<file path="config.mk">
export PLATFORM = sky130hd
export DESIGN_NAME = alu_interface_flat
export DESIGN_NICKNAME = d
export VERILOG_FILES = /design/src/rtl/alu_interface_if.sv /design/src/rtl/alu_interface.sv /design/src/flat_wrapper.sv
export SDC_FILE = /design/constraint.sdc
export NUM_CORES = 1
export LEC_CHECK = 0
export CORE_MARGIN = 1.5
export CORE_UTILIZATION = 45
export CTS_CLUSTER_DIAMETER = 50
export CTS_CLUSTER_SIZE = 40
export DETAILED_ROUTE_END_ITERATION = 16
export GPL_TIMING_DRIVEN = 0
export PLACE_DENSITY = 0.82
export SLEW_MARGIN = 40
export SYNTH_ARGS = -nofsm -noshare
export SYNTH_HDL_FRONTEND = slang
export SYNTH_SLANG_ARGS = --single-unit
export TNS_END_PERCENT = 50
</file>
<file path="constraint.sdc">
create_clock -name clk -period 3.1 [get_ports clk]
set_input_delay 0.775 -clock clk [delete_from_list [all_inputs] [get_ports clk]]
set_output_delay 0.775 -clock clk [all_outputs]
set_load 0.005 [all_outputs]
</file>
<file path="src/rtl/alu_interface_if.sv">
// Byte-stream / ALU side signals of alu_interface bundled as one interface.
// master: the sequencer (drives the ALU operands and the transmit request); slave: the environment.
interface alu_interface_if #(
  parameter int unsigned N = 8
) ();
  logic         rx_done;
  logic [N-1:0] rx_data;
  logic         tx_done;
  logic [N-1:0] alu_result;
  logic [N-1:0] bus_a;
  logic [N-1:0] bus_b;
  logic [5:0]   op_code;
  logic         tx_start;
  logic [N-1:0] tx_data;
  logic         busy;
  logic         timeout;

  modport master (
    input  rx_done, rx_data, tx_done, alu_result,
    output bus_a, bus_b, op_code, tx_start, tx_data, busy, timeout
  );

  modport slave (
    output rx_done, rx_data, tx_done, alu_result,
    input  bus_a, bus_b, op_code, tx_start, tx_data, busy, timeout
  );
endinterface

</file>
<file path="src/rtl/alu_interface.sv">
// Collects A, B and opcode bytes from a receiver, runs the ALU and hands the result to a transmitter.
// Define ALU_INTERFACE_TIMEOUT_EN to abort partial frames after TIMEOUT idle cycles.
module alu_interface #(
  parameter int unsigned N       = 8,
  parameter int unsigned TIMEOUT = 1000
) (
  input  logic         clk,
  input  logic         rst_n,
  alu_interface_if.master bus
);

  if (TIMEOUT < 2 || TIMEOUT > 65535) begin : g_bad_timeout
    $error("TIMEOUT must lie in 2..65535");
  end

  typedef enum logic [2:0] {StGetA, StGetB, StGetOp, StExec, StWaitTx} state_e;

  state_e       state_q, state_d;
  logic [N-1:0] bus_a_q, bus_a_d;
  logic [N-1:0] bus_b_q, bus_b_d;
  logic [5:0]   op_code_q, op_code_d;
  logic [N-1:0] tx_data_q, tx_data_d;
  logic         tx_start_q, tx_start_d;
  logic         busy_q, busy_d;
  logic         timeout_q, timeout_d;

`ifdef ALU_INTERFACE_TIMEOUT_EN
  localparam logic [15:0] TimeoutLast = 16'(TIMEOUT - 1);
  logic [15:0] cnt_q, cnt_d;
`endif

  always_comb begin
    state_d    = state_q;
    bus_a_d    = bus_a_q;
    bus_b_d    = bus_b_q;
    op_code_d  = op_code_q;
    tx_data_d  = tx_data_q;
    tx_start_d = 1'b0;
    timeout_d  = 1'b0;

    unique case (state_q)
      StGetA: begin
        if (bus.rx_done) begin
          bus_a_d = bus.rx_data;
          state_d = StGetB;
        end
      end
      StGetB: begin
        if (bus.rx_done) begin
          bus_b_d = bus.rx_data;
          state_d = StGetOp;
        end
      end
      StGetOp: begin
        if (bus.rx_done) begin
          op_code_d = bus.rx_data[5:0];
          state_d   = StExec;
        end
      end
      StExec: begin
        tx_data_d  = bus.alu_result;
        tx_start_d = 1'b1;
        state_d    = StWaitTx;
      end
      StWaitTx: begin
        if (bus.tx_done) state_d = StGetA;
      end
      default: state_d = StGetA;
    endcase

`ifdef ALU_INTERFACE_TIMEOUT_EN
    // Counter only runs while a frame is partially received; leaving GET_A always finds it at 0.
    cnt_d = '0;
    if ((state_q == StGetB || state_q == StGetOp) && !bus.rx_done) begin
      if (cnt_q == TimeoutLast) begin
        state_d   = StGetA;
        timeout_d = 1'b1;
      end else begin
        cnt_d = cnt_q + 16'd1;
      end
    end
`endif

    busy_d = (state_d == StExec) || (state_d == StWaitTx);
  end

  always_ff @(posedge clk or negedge rst_n) begin
    if (!rst_n) begin
      state_q    <= StGetA;
      bus_a_q    <= '0;
      bus_b_q    <= '0;
      op_code_q  <= '0;
      tx_data_q  <= '0;
      tx_start_q <= 1'b0;
      busy_q     <= 1'b0;
      timeout_q  <= 1'b0;
`ifdef ALU_INTERFACE_TIMEOUT_EN
      cnt_q      <= '0;
`endif
    end else begin
      state_q    <= state_d;
      bus_a_q    <= bus_a_d;
      bus_b_q    <= bus_b_d;
      op_code_q  <= op_code_d;
      tx_data_q  <= tx_data_d;
      tx_start_q <= tx_start_d;
      busy_q     <= busy_d;
      timeout_q  <= timeout_d;
`ifdef ALU_INTERFACE_TIMEOUT_EN
      cnt_q      <= cnt_d;
`endif
    end
  end

  assign bus.bus_a    = bus_a_q;
  assign bus.bus_b    = bus_b_q;
  assign bus.op_code  = op_code_q;
  assign bus.tx_data  = tx_data_q;
  assign bus.tx_start = tx_start_q;
  assign bus.busy     = busy_q;
  assign bus.timeout  = timeout_q;

endmodule

</file>
<file path="src/flat_wrapper.sv">
// flat-port wrapper written by rule: the top's interface ports become plain ports
module alu_interface_flat 
#(
  parameter int unsigned N       = 8,
  parameter int unsigned TIMEOUT = 1000
)
  (clk, rst_n, bus_rx_done, bus_rx_data, bus_tx_done, bus_alu_result, bus_bus_a, bus_bus_b, bus_op_code, bus_tx_start, bus_tx_data, bus_busy, bus_timeout);
  alu_interface_if #(.N(N)) bus_i ();
  input  logic clk;
  input  logic rst_n;
  input wire logic [$bits(bus_i.rx_done)-1:0] bus_rx_done;
  input wire logic [$bits(bus_i.rx_data)-1:0] bus_rx_data;
  input wire logic [$bits(bus_i.tx_done)-1:0] bus_tx_done;
  input wire logic [$bits(bus_i.alu_result)-1:0] bus_alu_result;
  output wire logic [$bits(bus_i.bus_a)-1:0] bus_bus_a;
  output wire logic [$bits(bus_i.bus_b)-1:0] bus_bus_b;
  output wire logic [$bits(bus_i.op_code)-1:0] bus_op_code;
  output wire logic [$bits(bus_i.tx_start)-1:0] bus_tx_start;
  output wire logic [$bits(bus_i.tx_data)-1:0] bus_tx_data;
  output wire logic [$bits(bus_i.busy)-1:0] bus_busy;
  output wire logic [$bits(bus_i.timeout)-1:0] bus_timeout;
  assign bus_i.rx_done = bus_rx_done;
  assign bus_i.rx_data = bus_rx_data;
  assign bus_i.tx_done = bus_tx_done;
  assign bus_i.alu_result = bus_alu_result;
  assign bus_bus_a = bus_i.bus_a;
  assign bus_bus_b = bus_i.bus_b;
  assign bus_op_code = bus_i.op_code;
  assign bus_tx_start = bus_i.tx_start;
  assign bus_tx_data = bus_i.tx_data;
  assign bus_busy = bus_i.busy;
  assign bus_timeout = bus_i.timeout;
  alu_interface #(.N(N), .TIMEOUT(TIMEOUT)) u_core (.clk(clk), .rst_n(rst_n), .bus(bus_i));
endmodule
</file>
==> qor.csv, run 1 <==
stage,metric,value,unit
clock_tree,postCtsHoldBufs,0,
logic_synthesis,synth_top_cell_by_count,sky130_fd_sc_hd__dfrtp_1,
final_timing,max_slew.worst_pin.slew,0.655,ns
critical_path,critical_path.reg2reg.startpoint,u_core.state_q[2],
placement,numPortBuffers,51,
worst_hold_path,min-delay-path-class,input port to asynchronous set/reset pin,
global_route,grt_antenna_before_repair,0,
final_timing,setup_viol,0,
final_layout,num-nonclk-inverters,1,
critical_path,crit_path_max_fanout,8,
clock_tree,path_clk_slew,0.10,ns
outcome,run_status,"complete, no violations",
final_layout,largestClassByArea,flip-flops and latches,
global_route,grt_pass1_wl,4230,um
pwr,vdd.ir_drop.worst,0.694,mV
final_timing,finalClockSkew,0.00638,ns
logic_synthesis,synth_compound_gate_area_share,1.09,%
logic_synthesis,synth.net_count,107,
logic_synthesis,synth_top_cell_by_area,sky130_fd_sc_hd__dfrtp_1,
final_layout,finalNetCount,166,
critical_path,ff2ff_path_depth,2,
logic_synthesis,synthesis.yosys.warnings,0,
logic_synthesis,synthesis.instances,87,
critical_path,setup.worst_path.class,input port to register,
final_layout,fill_cells,209,
floorplanning,floorplan.io_pins,53,
final_timing,rsz_0062_raised_after_global_routing,false,
logic_synthesis,share_of_flip_flops_with_an_asynchronous_set_or_reset_after_synthesis,100,%
floorplanning,well_tap_count,31,
drt,wire_length_the_detailed_router_placed_on_met1,1040,um
placement,dp_cells,170,
drt,dr_wl_met2,1430,um
logic_synthesis,synthesis.area,1380,um2
drt,routed_via_density,5.07,
critical_path,worst_r2r_endpoint,u_core.bus.bus_a[0],
logic_synthesis,synth.top_cell.area_share,63.5,%
critical_path,critical_path.startpoint_type,input port,
final_layout,nMultiInputCombCells,46,
global_route,global_route.peak_usage_layer,met2,
logic_synthesis,enable_flop_cells,0,
final_timing,slew-limit-headroom,56.2,%
critical_path,critPathRequiredTime,3.32,ns
floorplanning,core_density_at_floorplan,48.7,%
run 1: power breakdown:
group          internal (mW)  total (mW)  switching [mW]
clock                  0.133       0.276           0.143
sequential             0.683       0.809           0.126
combinational          0.620       0.870           0.251
run 1: metrics by stage:
step	worst slack, ns	util (%)
2_1_floorplan	1.45	-
3_3_place_gp	0.578	68.2
3_5_place_dp	0.612	69.0
4_1_cts	0.965	71.4
5_1_grt	0.900	71.4
6_report	0.956	71.4
run 1: worst max-delay path: stages:
cell and delay (ns):
sky130_fd_sc_hd__clkdlybuf4s50_1 0.58, sky130_fd_sc_hd__nor4b_4 0.60, sky130_fd_sc_hd__mux2_2 0.40
==> run_1/layers.png <==
Scale: 6 px per um. Only two layers are drawn.
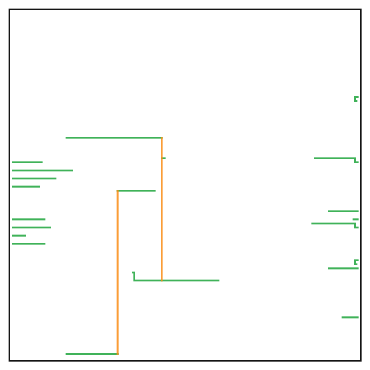
orange -> M4  # wire length 51.0 um
green -> M3  # wire length 123 um
total length of routed wires: 2640 um
total vias in the final route: 902
routed wirelength normalized by instance count: 14.8 um
global router's overall resource usage: 17.1%

==> run_1/closeup.png <==
Window x 14 to 44, y 26 to 56 um. Cells in gray, sequential cells in the stronger gray; small squares are vias.
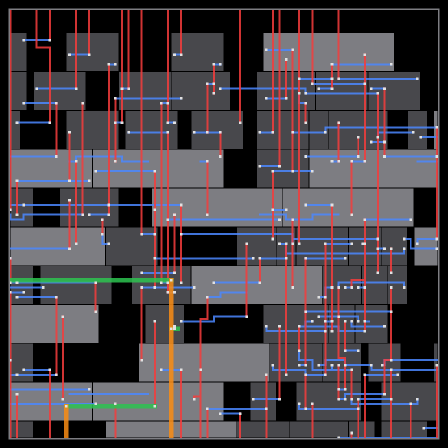
blue -> M1
orange -> M4
green -> M3
red -> M2
cells with their middle in the window = 49
sequential cells in the window = 12
netlist names of flops here include = u_core.bus.tx_data (6), u_core.bus.op_code (2), u_core.state_q (2)
most frequent = clkdlybuf4s50_1 (13), dfrtp_1 (12), mux2_2 (5)

==> run_1/gates.png <==
Scale: 8 px per um.
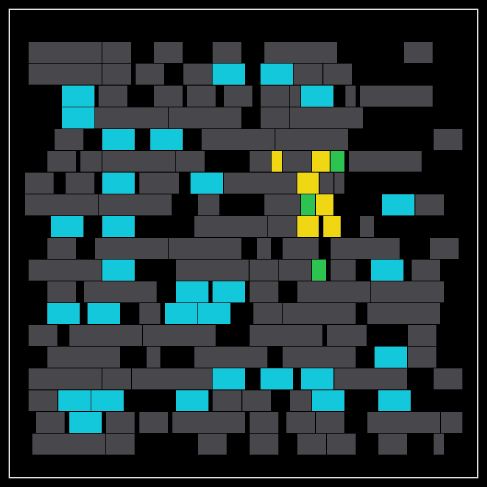
green -> aoi and oai cells  # cells 3, most used a21oi_1
yellow -> nand cells  # cells 6, most used nand2b_1
cyan -> mux cells  # cells 30, most used mux2_2, where all over the die
most common logic cell in the routed design: sky130_fd_sc_hd__clkdlybuf4s50_1
multi-input combinational area share: 23.0%
non-filler instance count after layout: 178

==> inputs of run 2 (changes only) <==
CORE_UTILIZATION = 43   (was 45)
PLACE_DENSITY = 0.79   (was 0.82)
clock period = 2.1 ns   (was 3.1 ns; I/O delays follow)
==> run_2/closeup.png <==
Window x 15 to 45, y 27 to 57 um. Cells in gray, sequential cells in the stronger gray; small squares are vias.
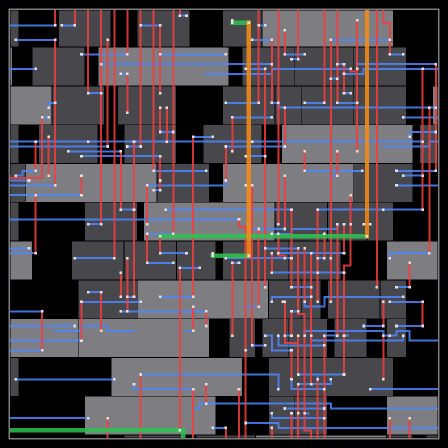
orange -> M4
red -> M2
green -> M3
blue -> M1
sequential cells in the window = 11
netlist names of flops here include = u_core.bus.tx_data (6), u_core.bus.op_code (2), u_core.state_q (2)
most frequent = clkdlybuf4s50_1 (16), dfrtp_1 (11), mux2_2 (6)
cells with their middle in the window = 51

==> run 2 against run 1 <==
Against the previous run: area after synthesis did not move; global-route usage rose by 0.44 points; via count rose by 0.89%; flip-flop count did not move; worst setup slack got worse by 0.75 ns; sequential power rose by 47%; critical path depth did not move; clock skew rose by 0.0018 ns; critical path type unchanged; critical endpoint is now u_core.bus.bus_a[2]; largest cell class unchanged.
==> qor.csv, run 2 <==
stage,metric,value,unit
logic_synthesis,synthesis.area,1380,um2
drt,routed_via_density,4.76,
logic_synthesis,synthesis.yosys.warnings,0,
global_route,grt_pass1_wl,4470,um
floorplanning,core_density_at_floorplan,45.2,%
final_timing,max_slew.worst_pin.slew,0.653,ns
pwr,seqPwrFrac,42.1,%
worst_hold_path,min-delay-path-class,input port to asynchronous set/reset pin,
critical_path,critical-path-slowest-cell,sky130_fd_sc_hd__nor4b_4,
placement,worst_setup_timing_slack_at_the_placement_stage,-0.151,ns
critical_path,timing.critical_path.slowest_cell_delay,0.60,ns
logic_synthesis,synth_top_cell_by_count,sky130_fd_sc_hd__dfrtp_1,
outcome,run_status,"complete, no violations",
logic_synthesis,enable_flop_cells,0,
critical_path,critical_path.startpoint_type,input port,
placement,dp_cells,183,
pwr,internal_power,2.05,mW
clock_tree,postCtsHoldBufs,0,
final_timing,setup_slack,0.207,ns
placement,numPortBuffers,51,
critical_path,crit_chain,clkdlybuf4s50_1 -> nor4b_4 -> mux2_2,
pwr,pwr.group.clock,342,uW
logic_synthesis,share_of_flip_flops_with_an_asynchronous_set_or_reset_after_synthesis,100,%
logic_synthesis,synth.top_cell.area_share,63.5,%
final_layout,fill_cells,256,
pwr,share_clk_of_total_power,12.1,%
logic_synthesis,synthesis.instances,87,
pwr,powerComb,1.29,mW
floorplanning,well_tap_count,44,
final_layout,final_core_util,66.1,%
critical_path,worstPathBufferInverterCount,1,
final_timing,finalClockSkew,0.00817,ns
pwr,power_leader,combinational logic,
final_layout,post_layout_nonfiller_instances,191,
drt,dr_wl_met2,1480,um
final_layout,num-nonclk-inverters,1,
drt,wl_per_cell,14.2,um
final_layout,layout_top_cell_excl_fill_tap,sky130_fd_sc_hd__clkdlybuf4s50_1,
final_timing,setup_viol,0,
final_layout,finalNetCount,166,
floorplanning,floorplan.io_pins,53,
logic_synthesis,synth_compound_gate_area_share,1.09,%
drt,wire_length_the_detailed_router_placed_on_met1,1100,um
pwr,vdd.ir_drop.worst,0.728,mV
critical_path,setup.worst_path.class,input port to register,
critical_path,critPathRequiredTime,2.32,ns
critical_path,crit_path_max_fanout,8,
global_route,global_route.peak_usage_layer,met2,
pwr,p_sw_share,27.4,%
pwr,sequential_group_power,1.19,mW
clock_tree,path_clk_slew,0.10,ns
pwr,combinationalPowerShare,45.8,%
==> run_2/m1.png <==
Scale: 6 px per um. Supply wires on this layer in gray.
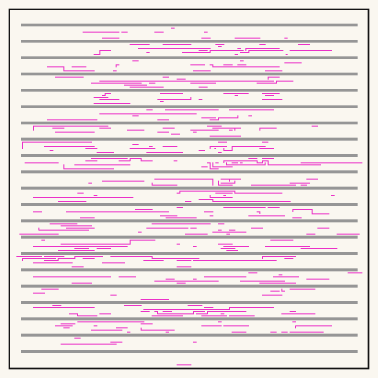
nets with wire on the layer = 144
main direction = horizontal
longest straight run = 29.0 um
share of all routed wire = 41%
wire length on this layer = 1100 um
total vias in the final route: 910
total length of routed wires: 2710 um
met1 usage in global routing: 21.1%

## run 2: cell counts after synthesis
Identical to the previous run, type by type.
## run 2: final timing paths
kind / startpoint / endpoint / slack [ns] / cells after the start
max: bus_rx_done / u_core.bus.bus_a[2] / 0.21 / 3
min reg2reg: u_core.bus.op_code[2] / u_core.bus.op_code[2] / 0.51 / 1
min in group clk: u_core.bus.op_code[2] / u_core.bus.op_code[2] / 0.51 / 1
max in group asynchronous: rst_n / u_core.state_q[2] / 1.54 / 2
max reg2reg: u_core.state_q[2] / u_core.bus.bus_a[2] / 0.45 / 2
min: rst_n / u_core.bus.bus_a[1] / 0.12 / 1
Power and IR drop assume default switching activity.
